### src/rtl/div_controller_pkg.sv
//==============================================================================
// Module : div_controller_pkg
// Brief  : State codes, datapath select codes and output decode shared by the
//          restoring-divider controller and its iteration counter.
// Rev    : 1.0
//==============================================================================
`default_nettype none

package div_controller_pkg;

    localparam int DIV_N_BITS = 8;

    typedef enum logic [2:0] {
        ST_IDLE = 3'd0,
        ST_LOAD = 3'd1,
        ST_SUB  = 3'd2,
        ST_TEST = 3'd3,
        ST_DONE = 3'd4
    } state_t;

    localparam logic [1:0] SEL_ADDER    = 2'b01;
    localparam logic [1:0] SEL_DIVIDEND = 2'b10;
    localparam logic [1:0] SEL_HOLD     = 2'b11;

    // test marks the one state whose add/sel/inbit follow the live sign input
    typedef struct packed {
        logic       load;
        logic       shift;
        logic [1:0] sel;
        logic       busy;
        logic       done;
        logic       test;
    } ctrl_out_t;

    function automatic ctrl_out_t decode_outputs(input state_t s);
        ctrl_out_t o;
        o = '{load: 1'b0, shift: 1'b0, sel: SEL_HOLD, busy: 1'b1, done: 1'b0, test: 1'b0};
        case (s)
            ST_LOAD: begin
                o.load  = 1'b1;
                o.shift = 1'b1;
                o.sel   = SEL_DIVIDEND;
            end
            ST_SUB:  o.sel   = SEL_ADDER;
            ST_TEST: begin
                o.shift = 1'b1;
                o.test  = 1'b1;
            end
            ST_DONE: o.done  = 1'b1;
            default: o.busy  = 1'b0;
        endcase
        return o;
    endfunction

endpackage

`default_nettype wire

### src/rtl/div_controller_if.sv
//==============================================================================
// Module : div_controller_if
// Brief  : Handshake and datapath-control bundle between controller and datapath.
// Rev    : 1.0
//==============================================================================
`default_nettype none

interface div_controller_if;
    logic       start;
    logic       sign;
    logic       load;
    logic       add;
    logic       shift;
    logic       inbit;
    logic [1:0] sel;
    logic       busy;
    logic       done;

    modport master (
        input  start, sign,
        output load, add, shift, inbit, sel, busy, done
    );

    modport slave (
        output start, sign,
        input  load, add, shift, inbit, sel, busy, done
    );
endinterface

`default_nettype wire

### src/rtl/div_iter_counter.sv
//==============================================================================
// Module : div_iter_counter
// Brief  : Iteration counter for the divider; flags the final iteration.
// Rev    : 1.0
//==============================================================================
`default_nettype none

module div_iter_counter #(
    parameter int N_BITS = 8,
    parameter int CNT_W  = 4
) (
    input  wire logic clk,
    input  wire logic reset,
    input  wire logic clear,
    input  wire logic enable,
    output logic      last
);

    logic [CNT_W-1:0] r_count;

    always_ff @(posedge clk or negedge reset) begin
        if (!reset) begin
            r_count <= '0;
        end else if (clear) begin
            r_count <= '0;
        end else if (enable) begin
            r_count <= r_count + 1'b1;
        end
    end

    assign last = (r_count == CNT_W'(N_BITS - 1));

endmodule

`default_nettype wire

### src/rtl/div_controller.sv
//==============================================================================
// Module : div_controller
// Brief  : Control FSM for an 8-bit / 7-bit unsigned restoring divider datapath.
// Rev    : 1.0
//==============================================================================
`default_nettype none

module div_controller
    import div_controller_pkg::*;
#(
    parameter int N_BITS = DIV_N_BITS,
    parameter int CNT_W  = 4
) (
    input  wire logic        clk,
    input  wire logic        reset,
    div_controller_if.master ctl
);

    state_t    r_state;
    ctrl_out_t r_out;
    logic      w_last;
    logic      w_cnt_clear;
    logic      w_cnt_enable;

    assign w_cnt_clear  = (r_state == ST_IDLE) || (r_state == ST_LOAD);
    assign w_cnt_enable = (r_state == ST_TEST);

    div_iter_counter #(
        .N_BITS (N_BITS),
        .CNT_W  (CNT_W)
    ) u_iter_counter (
        .clk    (clk),
        .reset  (reset),
        .clear  (w_cnt_clear),
        .enable (w_cnt_enable),
        .last   (w_last)
    );

    // Outputs are registered alongside the state they belong to
    always_ff @(posedge clk or negedge reset) begin
        if (!reset) begin
            r_state <= ST_IDLE;
            r_out   <= decode_outputs(ST_IDLE);
        end else begin
            case (r_state)
                ST_IDLE: begin
                    if (ctl.start) begin
                        r_state <= ST_LOAD;
                        r_out   <= decode_outputs(ST_LOAD);
                    end
                end
                ST_LOAD: begin
                    r_state <= ST_SUB;
                    r_out   <= decode_outputs(ST_SUB);
                end
                ST_SUB: begin
                    r_state <= ST_TEST;
                    r_out   <= decode_outputs(ST_TEST);
                end
                ST_TEST: begin
                    if (w_last) begin
                        r_state <= ST_DONE;
                        r_out   <= decode_outputs(ST_DONE);
                    end else begin
                        r_state <= ST_SUB;
                        r_out   <= decode_outputs(ST_SUB);
                    end
                end
                default: begin
                    r_state <= ST_IDLE;
                    r_out   <= decode_outputs(ST_IDLE);
                end
            endcase
        end
    end

    // In TEST a negative trial difference is restored (add, shift 0); otherwise hold and shift 1
    assign ctl.sel   = r_out.test ? (ctl.sign ? SEL_ADDER : SEL_HOLD) : r_out.sel;
    assign ctl.add   = r_out.test & ctl.sign;
    assign ctl.inbit = r_out.test & ~ctl.sign;
    assign ctl.load  = r_out.load;
    assign ctl.shift = r_out.shift;
    assign ctl.busy  = r_out.busy;
    assign ctl.done  = r_out.done;

endmodule

`default_nettype wire
### src/flat_wrapper.sv
// flat-port wrapper written by rule: the top's interface ports become plain ports
module div_controller_flat import div_controller_pkg::*;
#(
    parameter int N_BITS = DIV_N_BITS,
    parameter int CNT_W  = 4
)
  (clk, reset, ctl_start, ctl_sign, ctl_load, ctl_add, ctl_shift, ctl_inbit, ctl_sel, ctl_busy, ctl_done);
  div_controller_if ctl_i ();
  input  wire logic clk;
  input  wire logic reset;
  input wire logic [$bits(ctl_i.start)-1:0] ctl_start;
  input wire logic [$bits(ctl_i.sign)-1:0] ctl_sign;
  output wire logic [$bits(ctl_i.load)-1:0] ctl_load;
  output wire logic [$bits(ctl_i.add)-1:0] ctl_add;
  output wire logic [$bits(ctl_i.shift)-1:0] ctl_shift;
  output wire logic [$bits(ctl_i.inbit)-1:0] ctl_inbit;
  output wire logic [$bits(ctl_i.sel)-1:0] ctl_sel;
  output wire logic [$bits(ctl_i.busy)-1:0] ctl_busy;
  output wire logic [$bits(ctl_i.done)-1:0] ctl_done;
  assign ctl_i.start = ctl_start;
  assign ctl_i.sign = ctl_sign;
  assign ctl_load = ctl_i.load;
  assign ctl_add = ctl_i.add;
  assign ctl_shift = ctl_i.shift;
  assign ctl_inbit = ctl_i.inbit;
  assign ctl_sel = ctl_i.sel;
  assign ctl_busy = ctl_i.busy;
  assign ctl_done = ctl_i.done;
  div_controller #(.N_BITS(N_BITS), .CNT_W(CNT_W)) u_core (.clk(clk), .reset(reset), .ctl(ctl_i));
endmodule
### config.mk
export PLATFORM = sky130hd
export DESIGN_NAME = div_controller_flat
export DESIGN_NICKNAME = d
export VERILOG_FILES = /design/src/rtl/div_controller_pkg.sv /design/src/rtl/div_controller_if.sv /design/src/rtl/div_iter_counter.sv /design/src/rtl/div_controller.sv /design/src/flat_wrapper.sv
export SDC_FILE = /design/constraint.sdc
export NUM_CORES = 1
export LEC_CHECK = 0
export CORE_AREA = 2 2 39 41
export CTS_CLUSTER_DIAMETER = 120
export DETAILED_ROUTE_END_ITERATION = 8
export DIE_AREA = 0 0 41 43
export GPL_TIMING_DRIVEN = 0
export PLACE_DENSITY = 0.68
export SLEW_MARGIN = 20
export SYNTH_ARGS = -nofsm -noshare
export SYNTH_HDL_FRONTEND = slang
export SYNTH_SLANG_ARGS = --single-unit
### constraint.sdc
create_clock -name clk -period 1.81 [get_ports clk]
set_input_delay 0.362 -clock clk [delete_from_list [all_inputs] [get_ports clk]]
set_output_delay 0.362 -clock clk [all_outputs]
set_load 0.005 [all_outputs]
==> impl_metrics.csv <==
group,metric,value,unit
floorplan,initial_core_util,0.403,
logic_synthesis,synthXorXnorAreaFrac,0,
layout,area_growth_syn_to_layout,30.0,%
power,ir_worst_vdd,542,uV
clock_network,cts_inserted_buffers,3,
layout,post-route-util,0.524,
logic_synthesis,top_cell,"dfrtp_1",
worst_setup_path,cp_slowest_stage_delay,0.47,ns
worst_setup_path,critPathArrivalTime,1.34,ns
floorplan,die_x,41,um
logic_synthesis,simple_gate_area_frac,0.200,
final_timing,finalHoldViolCount,0,
layout,seq_share,0.417,
final_timing,setup_tns,0,ns
logic_synthesis,flop_cell,"dfrtp_1",
final_timing,drv_slew,0,
power,p_int,0.000655,W
global_route,grt_max_degree,13,
logic_synthesis,ys_seq_elements,12,
layout,seqCellArea,303,um2
layout,layoutNonFillerInstCount,86,
clock_network,h-tree-depth,1,
detailed_routing,firstDrtPassIters,4,
power,p_sw_frac,0.327,
layout,fillers,136,
floorplan,coreArea,1380,um2
layout,reg_top3,"u_core.u_iter_counter.r_count (4), u_core.r_out (3), u_core.r_state (3)",
layout,nonClockBufferCount,15,
detailed_routing,drc_errors,0,
worst_setup_path,r2r_slack,0.47,ns
worst_setup_path,cp-end-kind,"output pin",
final_timing,fmax,587,MHz
clock_network,cts_tree,"yes",
detailed_routing,dr_wl_met2,513,um
layout,comb_area,220,um2
layout,nNetsFinal,77,
final_timing,setup_violations,0,
power,power.density,1340,nW/um2
worst_setup_path,cp_slowest_cell,"clkdlybuf4s50_1",
worst_setup_path,cpLargestDelayFamily,"buffers and inverters",
clock_network,cts_hold_buf,0,
floorplan,chipArea,1760,um2
worst_setup_path,r2r_start,"u_core.u_iter_counter.r_count[0]",
layout,clock_buffers,3,
worst_setup_path,required,1.45,ns
layout,comb_area_frac,0.303,
final_timing,slew_headroom,0.637,
layout,final_area,726,um2
power,p_seq_frac,0.430,
layout,largest_reg_flops,4,
final_timing,tightestPinTransition,0.542,ns
floorplan,ios,12,
detailed_routing,wl_met1,447,um
hold_path,hp-class,"in -> async",
final_timing,layout_setup_ws,0.107,ns
detailed_routing,wire_per_inst,12.4,um
global_route,antenna_found_initial,0,
power,power,0.000973,W
logic_synthesis,top_cells_by_count,"10 x dfrtp_1, 5 x inv_1, 4 x nand2_1, 4 x nor2_1",
power,pwr-share-comb,0.407,
logic_synthesis,synthCells,55,
detailed_routing,viasPerCell,5.12,
logic_synthesis,synthAoiAreaFrac,0.135,
worst_setup_path,path_max_fanout,2,
worst_setup_path,crit_path_start,"ctl_sign",
logic_synthesis,ys_sh_adder,0.0224,
logic_synthesis,synth-async-reset-ratio,1.00,
clock_network,clk_pin_slew,0.07,ns
logic_synthesis,ys_seq_frac,0.543,
clock_network,cts_sinks,12,
clock_network,cts_root_buffer,"clkbuf_4",
worst_setup_path,critPathKind,"in -> out",
global_route,busiest_layer,"met2",
worst_setup_path,worstSetupStartpointType,"primary input",
final_timing,skew,0.00205,ns
final_timing,fin_crit,1.70,ns
worst_setup_path,cp_cell_sequence,"clkdlybuf4s50_1, nor2b_1, buf_4, o21bai_1, clkdlybuf4s15_1",
layout,n_antenna_cell,0,
run_status,outcome,"complete, no violations",
logic_synthesis,edf_count,0,
job,warnings,26,
detailed_routing,vias,440,
logic_synthesis,avgSynthCellArea,10.1,um2
global_route,overflow,0,
worst_setup_path,rr_endpoint,"u_core.u_iter_counter.r_count[2]",
worst_setup_path,worstSetupEndpoint,"ctl_sel[1]",
detailed_routing,wl_met3,74,um
logic_synthesis,ys_warn_count,0,
final_timing,rsz0062_at_grt,"false",
power,comb_power,0.000396,W
clock_network,post-cts-setup-buffer-count,0,
global_route,grt_pass1_wl,1680,um
place,gp_congestion,0.684,
logic_synthesis,synthesis.nets,60,
[cells in the final DEF, fill, tap and decap left out]
cell	netlist	layout
nor3_1	3	3
or2_2	1	1
mux2i_1	1	1
o22ai_1	1	1
o21ai_0	1	1
ha_1	1	1
and2_1	1	1
nor2b_1	1	1
nand3_1	2	2
buf_4	1	2
dfrtp_1	10	10
o21a_1	1	1
o21bai_1	1	1
nand4b_1	1	1
nor2_1	4	4
clkbuf_1	1	1
buf_2	1	1
or4b_1	1	1
mux2_2	1	1
clkdlybuf4s50_1	0	7
nand2_1	4	4
a21o_1	1	1
nand2b_1	2	2
clkdlybuf4s15_1	0	1
dlymetal6s2s_1	0	3
a22o_1	3	3
a21oi_1	3	3
nand4_1	1	1
inv_1	5	5
clkbuf_4	0	3
dfstp_2	2	2
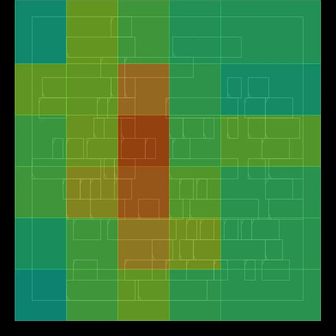
Figure 1: track usage over the die.
GR Util met3: 0.0471
met2 Resource Use GR: 0.209
total track usage: 0.150

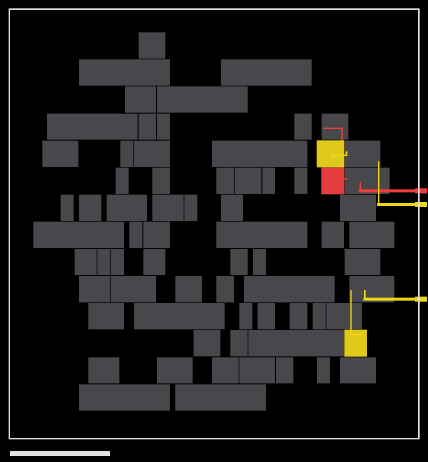
Figure 2: nets reached from selected ports.
Bar = 10 um.
Key: yellow = `ctl_sel` [bits 2, direction output, end cells 2, buffers 2, wire 21.0 um]; red = `ctl_inbit` [bits 1, direction output, end cells 1, buffers 1, wire 13.0 um]

Power and IR drop assume default switching activity.
